Figure 1. I/O pins on the die edge (run 1).
(3 px per µm) Pins as bars across the die edge, other pins in gray.
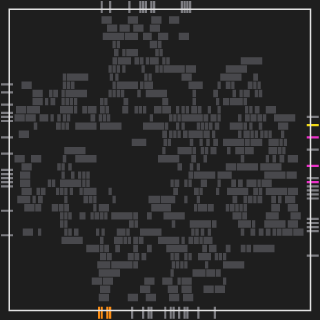
Figure 2. Clock network drawn from the DEF (run 1).
(6 px per µm)
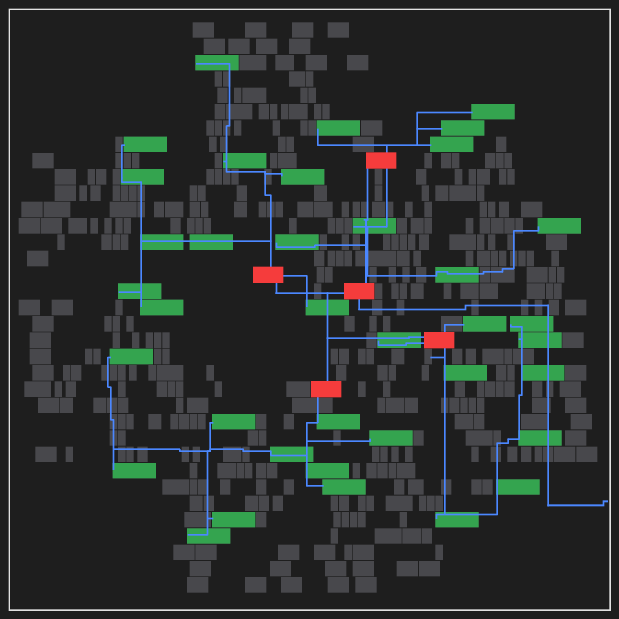
Figure 3. Metal 2 (run 1).
(4 px per µm) Cells faint in the background.
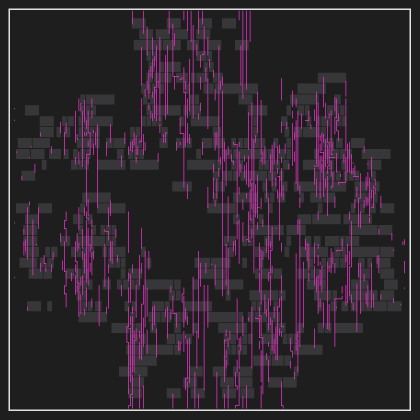
Figure 4. Cell classes on the final placement (run 1).
(4 px per µm) Fill, decap, tap and diode cells in gray.
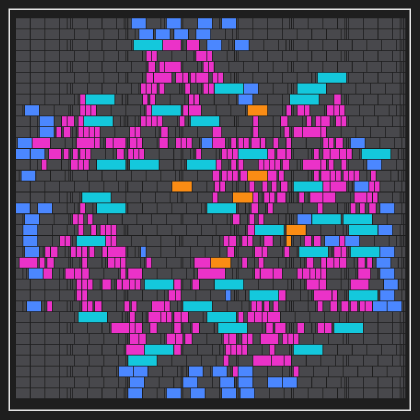
===== config.mk =====
export PLATFORM = sky130hd
export DESIGN_NAME = rtc_set_ctrl
export DESIGN_NICKNAME = d
export VERILOG_FILES = /design/src/rtl/rtc_set_ctrl.sv
export SDC_FILE = /design/constraint.sdc
export NUM_CORES = 1
export LEC_CHECK = 0
export ABC_AREA = 1
export CORE_UTILIZATION = 25
export DETAILED_ROUTE_END_ITERATION = 10
export GPL_TIMING_DRIVEN = 0
export PLACE_DENSITY = 0.55
export SLEW_MARGIN = 30
export SYNTH_ARGS = -nofsm -noshare
export SYNTH_HDL_FRONTEND = slang
export SYNTH_SLANG_ARGS = --single-unit

===== constraint.sdc =====
create_clock -name clk -period 2.68 [get_ports clk]
set_input_delay 0.268 -clock clk [delete_from_list [all_inputs] [get_ports clk]]
set_output_delay 0.268 -clock clk [all_outputs]
set_load 0.01 [all_outputs]

===== src/rtl/rtc_set_ctrl.sv =====
`timescale 1ns/1ps
// RTC time-set FSM: shadows live BCD time, edits h/m/s with buttons, requests a load; outputs registered (1 cycle).
// Holds load_req until load_ack (no timeout in LOAD); define RTC_ALARM_EN to add the alarm-time editor and alarm pulse.
module rtc_set_ctrl #(
    parameter int TIMEOUT_S = 30
) (
    input  logic       clk,
    input  logic       rst,
    input  logic       tick_1hz,
    input  logic       btn_mode,
    input  logic       btn_inc,
    input  logic [3:0] cur_hrm,
    input  logic [3:0] cur_hrl,
    input  logic [3:0] cur_minm,
    input  logic [3:0] cur_minl,
    input  logic [3:0] cur_secm,
    input  logic [3:0] cur_secl,
    output logic [3:0] set_hrm,
    output logic [3:0] set_hrl,
    output logic [3:0] set_minm,
    output logic [3:0] set_minl,
    output logic [3:0] set_secm,
    output logic [3:0] set_secl,
    output logic       load_req,
    input  logic       load_ack,
    output logic [2:0] mode,
    output logic       blink
`ifdef RTC_ALARM_EN
    ,
    output logic [3:0] al_hrm,
    output logic [3:0] al_hrl,
    output logic [3:0] al_minm,
    output logic [3:0] al_minl,
    output logic       alarm
`endif
);

    typedef enum logic [2:0] {
        RUN        = 3'd0,
        SET_HR     = 3'd1,
        SET_MIN    = 3'd2,
        SET_SEC    = 3'd3,
        LOAD       = 3'd4,
        SET_AL_HR  = 3'd5,
        SET_AL_MIN = 3'd6
    } state_t;

    localparam logic [7:0] TMO_LAST = 8'(TIMEOUT_S - 1);

    state_t     state_q, state_d;
    logic [7:0] hr_q, hr_d, min_q, min_d, sec_q, sec_d;
    logic [7:0] tmo_q, tmo_d;
    logic       blink_q, blink_d;
    logic       load_req_q, load_req_d;
    logic [7:0] cur_hr, cur_min, cur_sec;
    logic       in_set;
`ifdef RTC_ALARM_EN
    logic [7:0] al_hr_q, al_hr_d, al_min_q, al_min_d;
    logic       alarm_q, alarm_d;
`endif

    // Two-digit BCD increment that wraps to 00 after `top`; never carries out.
    function automatic logic [7:0] bcd_inc(input logic [7:0] v, input logic [7:0] top);
        if (v == top) return 8'h00;
        if (v[3:0] == 4'd9) return {v[7:4] + 4'd1, 4'd0};
        return {v[7:4], v[3:0] + 4'd1};
    endfunction

    assign cur_hr  = {cur_hrm, cur_hrl};
    assign cur_min = {cur_minm, cur_minl};
    assign cur_sec = {cur_secm, cur_secl};

    always_comb begin
        state_d    = state_q;
        hr_d       = hr_q;
        min_d      = min_q;
        sec_d      = sec_q;
        tmo_d      = tmo_q;
        blink_d    = blink_q;
        load_req_d = load_req_q;
`ifdef RTC_ALARM_EN
        al_hr_d  = al_hr_q;
        al_min_d = al_min_q;
        alarm_d  = (state_q == RUN) && tick_1hz && (cur_hr == al_hr_q)
                   && (cur_min == al_min_q) && (cur_sec == 8'h00);
        in_set   = (state_q inside {SET_HR, SET_MIN, SET_SEC, SET_AL_HR, SET_AL_MIN});
`else
        in_set   = (state_q inside {SET_HR, SET_MIN, SET_SEC});
`endif

        if (in_set) begin
            if (btn_mode || btn_inc) tmo_d = 8'd0;
            else if (tick_1hz)       tmo_d = tmo_q + 8'd1;
            if (tick_1hz) blink_d = ~blink_q;
        end

        case (state_q)
            RUN: begin
                hr_d       = cur_hr;
                min_d      = cur_min;
                sec_d      = cur_sec;
                tmo_d      = 8'd0;
                blink_d    = 1'b0;
                load_req_d = 1'b0;
                if (btn_mode) begin
                    state_d = SET_HR;
                    blink_d = 1'b1;
                end
`ifdef RTC_ALARM_EN
                else if (btn_inc) begin
                    state_d = SET_AL_HR;
                    blink_d = 1'b1;
                end
`endif
            end
            SET_HR: begin
                if (btn_mode)     state_d = SET_MIN;
                else if (btn_inc) hr_d = bcd_inc(hr_q, 8'h23);
            end
            SET_MIN: begin
                if (btn_mode)     state_d = SET_SEC;
                else if (btn_inc) min_d = bcd_inc(min_q, 8'h59);
            end
            SET_SEC: begin
                if (btn_mode) begin
                    state_d    = LOAD;
                    load_req_d = 1'b1;
                    blink_d    = 1'b0;
                end else if (btn_inc) begin
                    sec_d = bcd_inc(sec_q, 8'h59);
                end
            end
            LOAD: begin
                load_req_d = 1'b1;
                blink_d    = 1'b0;
                tmo_d      = 8'd0;
                if (load_ack) begin
                    state_d    = RUN;
                    load_req_d = 1'b0;
                end
            end
`ifdef RTC_ALARM_EN
            SET_AL_HR: begin
                if (btn_mode)     state_d = SET_AL_MIN;
                else if (btn_inc) al_hr_d = bcd_inc(al_hr_q, 8'h23);
            end
            SET_AL_MIN: begin
                if (btn_mode) begin
                    state_d = RUN;
                    blink_d = 1'b0;
                end else if (btn_inc) begin
                    al_min_d = bcd_inc(al_min_q, 8'h59);
                end
            end
`endif
            default: state_d = RUN;
        endcase

        // Abandon the session silently; shadow and alarm edits are simply left as-is.
        if (in_set && !btn_mode && !btn_inc && tick_1hz && (tmo_q == TMO_LAST)) begin
            state_d    = RUN;
            tmo_d      = 8'd0;
            blink_d    = 1'b0;
            load_req_d = 1'b0;
        end
    end

    always_ff @(posedge clk) begin
        if (rst) begin
            state_q    <= RUN;
            hr_q       <= 8'h00;
            min_q      <= 8'h00;
            sec_q      <= 8'h00;
            tmo_q      <= 8'd0;
            blink_q    <= 1'b0;
            load_req_q <= 1'b0;
`ifdef RTC_ALARM_EN
            al_hr_q    <= 8'h00;
            al_min_q   <= 8'h00;
            alarm_q    <= 1'b0;
`endif
        end else begin
            state_q    <= state_d;
            hr_q       <= hr_d;
            min_q      <= min_d;
            sec_q      <= sec_d;
            tmo_q      <= tmo_d;
            blink_q    <= blink_d;
            load_req_q <= load_req_d;
`ifdef RTC_ALARM_EN
            al_hr_q    <= al_hr_d;
            al_min_q   <= al_min_d;
            alarm_q    <= alarm_d;
`endif
        end
    end

    assign {set_hrm, set_hrl}   = hr_q;
    assign {set_minm, set_minl} = min_q;
    assign {set_secm, set_secl} = sec_q;
    assign load_req = load_req_q;
    assign blink    = blink_q;
    assign mode     = state_q;
`ifdef RTC_ALARM_EN
    assign {al_hrm, al_hrl}   = al_hr_q;
    assign {al_minm, al_minl} = al_min_q;
    assign alarm = alarm_q;
`endif

endmodule


==> impl_metrics.toml, run 1 <==
# implementation run metrics
[outcome]
status = "finished, final reports clean"

[synthesis]
fa_ha_area_share_pct = 7.31
yosys.area.top_type_share_pct = 30.9
ys_cells = 374
synthTopCellsByArea = "sky130_fd_sc_hd__dfxtp_1 31%, sky130_fd_sc_hd__nand2_1 15%, sky130_fd_sc_hd__nor2_1 10%, sky130_fd_sc_hd__ha_1 7.3%, sky130_fd_sc_hd__inv_1 6.7%"
syn_area_per_cell_um2 = 6.41
postSynthRegisterBits = 37
synth_cells = 374
synth_area_leader_cell = "sky130_fd_sc_hd__dfxtp_1"
ys_sh_aoi_pct = 11.4
synth.yosys.chip_area_um2 = 2400
logic_family = "simple AND/OR/NAND/NOR gates"
yosysSeqAreaShare_pct = 30.9
yosys.cell_count.top_type = "sky130_fd_sc_hd__nand2_1"
synth_xor_xnor_area_share_pct = 4.75

[routing]
top_signal_layer_used = "met4"
vias = 2444
met3_length_um = 294
met2RoutedLength_um = 2750
remaining_drc_errors = 0
wl_met1_um = 2970
number_of_nets_with_antenna_violations_after_routing = 0

[setup_path]
timing.critical_path.max_delay_family = "buffers and inverters"
regToRegStartpoint = "sec_q[0]$_SDFFE_PP0P_"
endpoint_kind = "primary output"
critPathArrivalTime_ns = 1.37
worst_setup_start_kind = "flop"
cell_with_the_biggest_individual_delay_on_the_critical_path = "sky130_fd_sc_hd__clkdlybuf4s50_1"
critical_path.max_fanout = 6
setup.worst_path.end = "mode[1]"
rr_endpoint = "sec_q[6]$_SDFFE_PP0P_"
r2r.worst_path.cells = 8
critical_path.max_stage_delay_ns = 0.61

[final_timing]
report.final.hold_viol_count = 0
min_period_over_period_pct = 61.0
drv_slew = 0
final.min_clock_period_ns = 1.64
fin_worst_skew_ns = 0.00488
worst_slew_pin_slew_ns = 0.479
total_negative_slack_for_setup_checks_ns = 0

[placed_design]
dpl.cell_count = 561
placed_area_um2 = 3140
place.gp.congestion = 0.843

[hold_path]
whs_path_depth = 2
min_delay_worst_endpoint = "load_req$_SDFFE_PP0P_"

[cts]
ctsResizeCount = 0
clk_pin_slew_ns = 0.08
post_cts_hold_buffer_count = 0
post-cts-setup-buffer-count = 0
cts_bufs_inserted = 5
clock_insertion_delay_worst_skew_ns = 0.29
clk_root_buffer_cell = "sky130_fd_sc_hd__clkbuf_8"

[power_and_ir_drop]
power.ir.vdd_worst_mv = 0.169
power.switching_fraction_pct = 33.1
power_frac_comb_pct = 29.8
pg_seq_mw = 0.677
power.clock.fraction_pct = 26.4
pwr.group.combinational_mw = 0.461
cellInternalPower_mw = 1.03
finalPower_mw = 1.55

[layout]
layout_top_cells = "96 x sky130_fd_sc_hd__nand2_1, 64 x sky130_fd_sc_hd__nor2_1, 58 x sky130_fd_sc_hd__clkdlybuf4s50_1, 43 x sky130_fd_sc_hd__inv_1, 37 x sky130_fd_sc_hd__dfxtp_1"
antenna_cells = 0
drive_above_1_share_pct = 6.61
final_net_count = 483

[floorplanning]
design.core.area_um2 = 9280
die_width_um = 99.9
die_area_um2 = 9980
boundaryPins = 59

[grt]
grt_start_max_net_pins = 11
wire_length_of_the_first_global_routing_pass_um = 10400
grt_pass1_vias = 2317
met1_usage_pct = 16.6

[flow_run]
max_cap_violations = 0
tool_warnings = 33
About Figure 1:
[magenta] `mode` | pins: 3 | direction: output | edge: east
[yellow] `tick_1hz` | pins: 1 | direction: input | edge: east
[orange] `set_hrl` | pins: 4 | direction: output | edge: south

About Figure 2:
[blue] clock wires | length: 614 µm
[green] flip-flops | count: 37
[red] clock-net drivers | count: 5
routed clock nets: 6

About Figure 3:
longest straight run: 51.3 µm
nets with wire on the layer: 363
share of all routed wire: 45%
wire length on this layer: 2750 µm
main direction: vertical

About Figure 4:
[magenta] remaining logic cells | cells: 334 | share of their area: 54%
[orange] clock drivers and dummy loads | cells: 7 | share of their area: 2.8%
[blue] remaining buffers and delay cells | cells: 61 | share of their area: 19%
[cyan] sequential cells | cells: 37 | share of their area: 24%
cell area after layout: 3220 µm²
number of placement rows: 35

==> run 1: flip-flops by register name (all words and copies together) (netlist names) <==
register and flops:
load_req 1, hr_q 8, min_q 8, blink 1, mode 3, sec_q 8, tmo_q 8
==> run 1: stage by stage <==
stage                     util [%]  setup WS [ns]
after floorplan                  -           1.24
after global placement        33.8          0.831
after detailed placement      33.8          0.792
after CTS                     34.7           1.03
after global routing          34.7          0.864
final                         34.7           1.04
==> run 1: cell type report <==
class,instances,area (µm²)
plain buffers,3,15.0
clock buffers,7,86.3
fillers,1031,6060
inverters,48,180
multi-input cells,286,1460
flip-flops and latches,37,741
well taps,129,161
repair buffers,58,581
Figure 5. Clock wiring as the flow saved it (run 1).
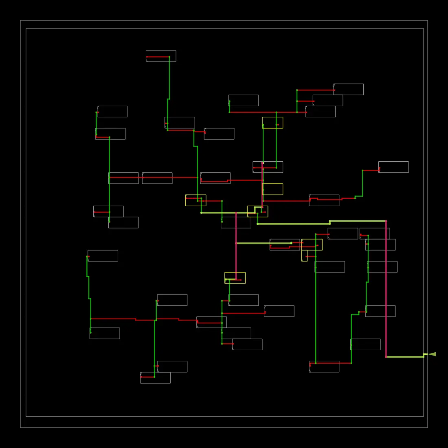

==> inputs of run 2 (changes only) <==
==> constraint.sdc (replaced) <==
create_clock -name clk -period 1.65 [get_ports clk]
set_input_delay 0.165 -clock clk [delete_from_list [all_inputs] [get_ports clk]]
set_output_delay 0.165 -clock clk [all_outputs]
set_load 0.01 [all_outputs]
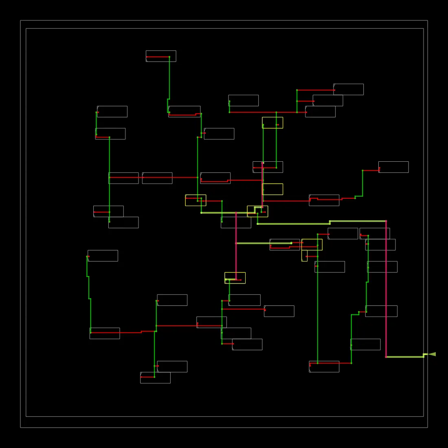
Figure 6: run 2, clock wiring as the flow saved it.
count of clock-net buffers in the final layout: 7
flop count: 37
number of clock sinks: 37
worst-case clock skew: 0.00344 ns

==> run 2 against run 1 <==
Effect of this change: clock power increased by 63%; setup slack worse by 0.91 ns; wire length rose by 0.20%; power is 63% higher; clock-buffer cell count unchanged; critical path depth stayed put; highest routed layer unchanged.
==> impl_metrics.toml, run 2 <==
# implementation run metrics
[synthesis]
synth_cells = 374
synth.yosys.chip_area_um2 = 2400
logic_family = "simple AND/OR/NAND/NOR gates"
yosys.area.top_type_share_pct = 30.9
synth_area_leader_cell = "sky130_fd_sc_hd__dfxtp_1"
postSynthRegisterBits = 37
yosysSeqAreaShare_pct = 30.9

[setup_path]
worst_setup_start_kind = "flop"
setup.worst_path.end = "set_hrl[2]"
critPathArrivalTime_ns = 1.35
r2r.worst_path.cells = 7
critical_path.max_fanout = 6
timing.critical_path.max_delay_family = "buffers and inverters"

[layout]
layout_top_cells = "96 x sky130_fd_sc_hd__nand2_1, 61 x sky130_fd_sc_hd__nor2_1, 58 x sky130_fd_sc_hd__clkdlybuf4s50_1, 42 x sky130_fd_sc_hd__inv_1, 34 x sky130_fd_sc_hd__dfxtp_1"
combAreaFraction_pct = 45.5
sh_seq_area_pct = 23.0
non_clock_inverter_count = 48
logic_area_um2 = 1480
layout.cell_area.non_filler_um2 = 3240
layout.clock.cell_area_share_pct = 2.66

[routing]
remaining_drc_errors = 0
wl_met1_um = 2980
met2RoutedLength_um = 2750
number_of_nets_with_antenna_violations_after_routing = 0
vias = 2447

[cts]
cts_bufs_inserted = 5
clk_pin_slew_ns = 0.08
post-cts-setup-buffer-count = 0
post_cts_hold_buffer_count = 0

[floorplanning]
boundaryPins = 59
die_width_um = 99.9
die_area_um2 = 9980
floorplan.tapcells = 129

[final_timing]
final.min_clock_period_ns = 1.51
report.final.hold_viol_count = 0
total_negative_slack_for_setup_checks_ns = 0

[grt]
wire_length_of_the_first_global_routing_pass_um = 10400
grt_pass1_vias = 2317

[hold_path]
whs_path_depth = 2
min_delay_worst_endpoint = "load_req$_SDFFE_PP0P_"

[placed_design]
place.gp.congestion = 0.843
dpl_worst_slack_ns = -0.135
placed_area_um2 = 3140

[power_and_ir_drop]
finalPower_mw = 2.52
power.ir.vdd_worst_mv = 0.278

[outcome]
status = "finished, final reports clean"
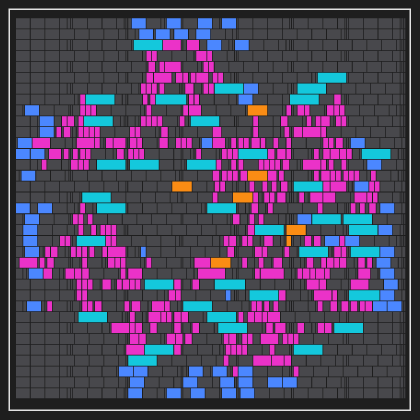
Figure 7: run 2, cell classes on the final placement.
(4 px per µm) Fill, decap, tap and diode cells in gray.
[blue] remaining buffers and delay cells | cells: 61 | share of their area: 19%
[magenta] remaining logic cells | cells: 334 | share of their area: 54%
[orange] clock drivers and dummy loads | cells: 7 | share of their area: 2.8%
[cyan] sequential cells | cells: 37 | share of their area: 24%

-- run 2: cell count changes in the layout (fill, tap and decap cells not counted), moves of 3 or more --
cell / previous run / this run
sky130_fd_sc_hd__dfxtp_2: 0 / 3
sky130_fd_sc_hd__nor2_1: 64 / 61
sky130_fd_sc_hd__dfxtp_1: 37 / 34
sky130_fd_sc_hd__nor2_2: 3 / 6
-- run 2: power by group --
part	switching (mW)	total (mW)	internal (mW)
clock	0.331	0.663	0.332
combinational	0.383	0.754	0.372
sequential	0.124	1.10	0.979
-- run 2: layer usage --
metal / up-vias / GRT usage, %
met2: 53 / 21.6
met1: 1085 / 16.6
met4: 0 / 3.73
met5: - / 0
met3: 7 / 3.06
li1: 1302 / -
-- run 2: timing repair --
action,in CTS,in global routing
resized,0,9
hold endpoints to repair,0,0
endpoints found under the setup margin,0,16
Power and IR drop assume default switching activity.
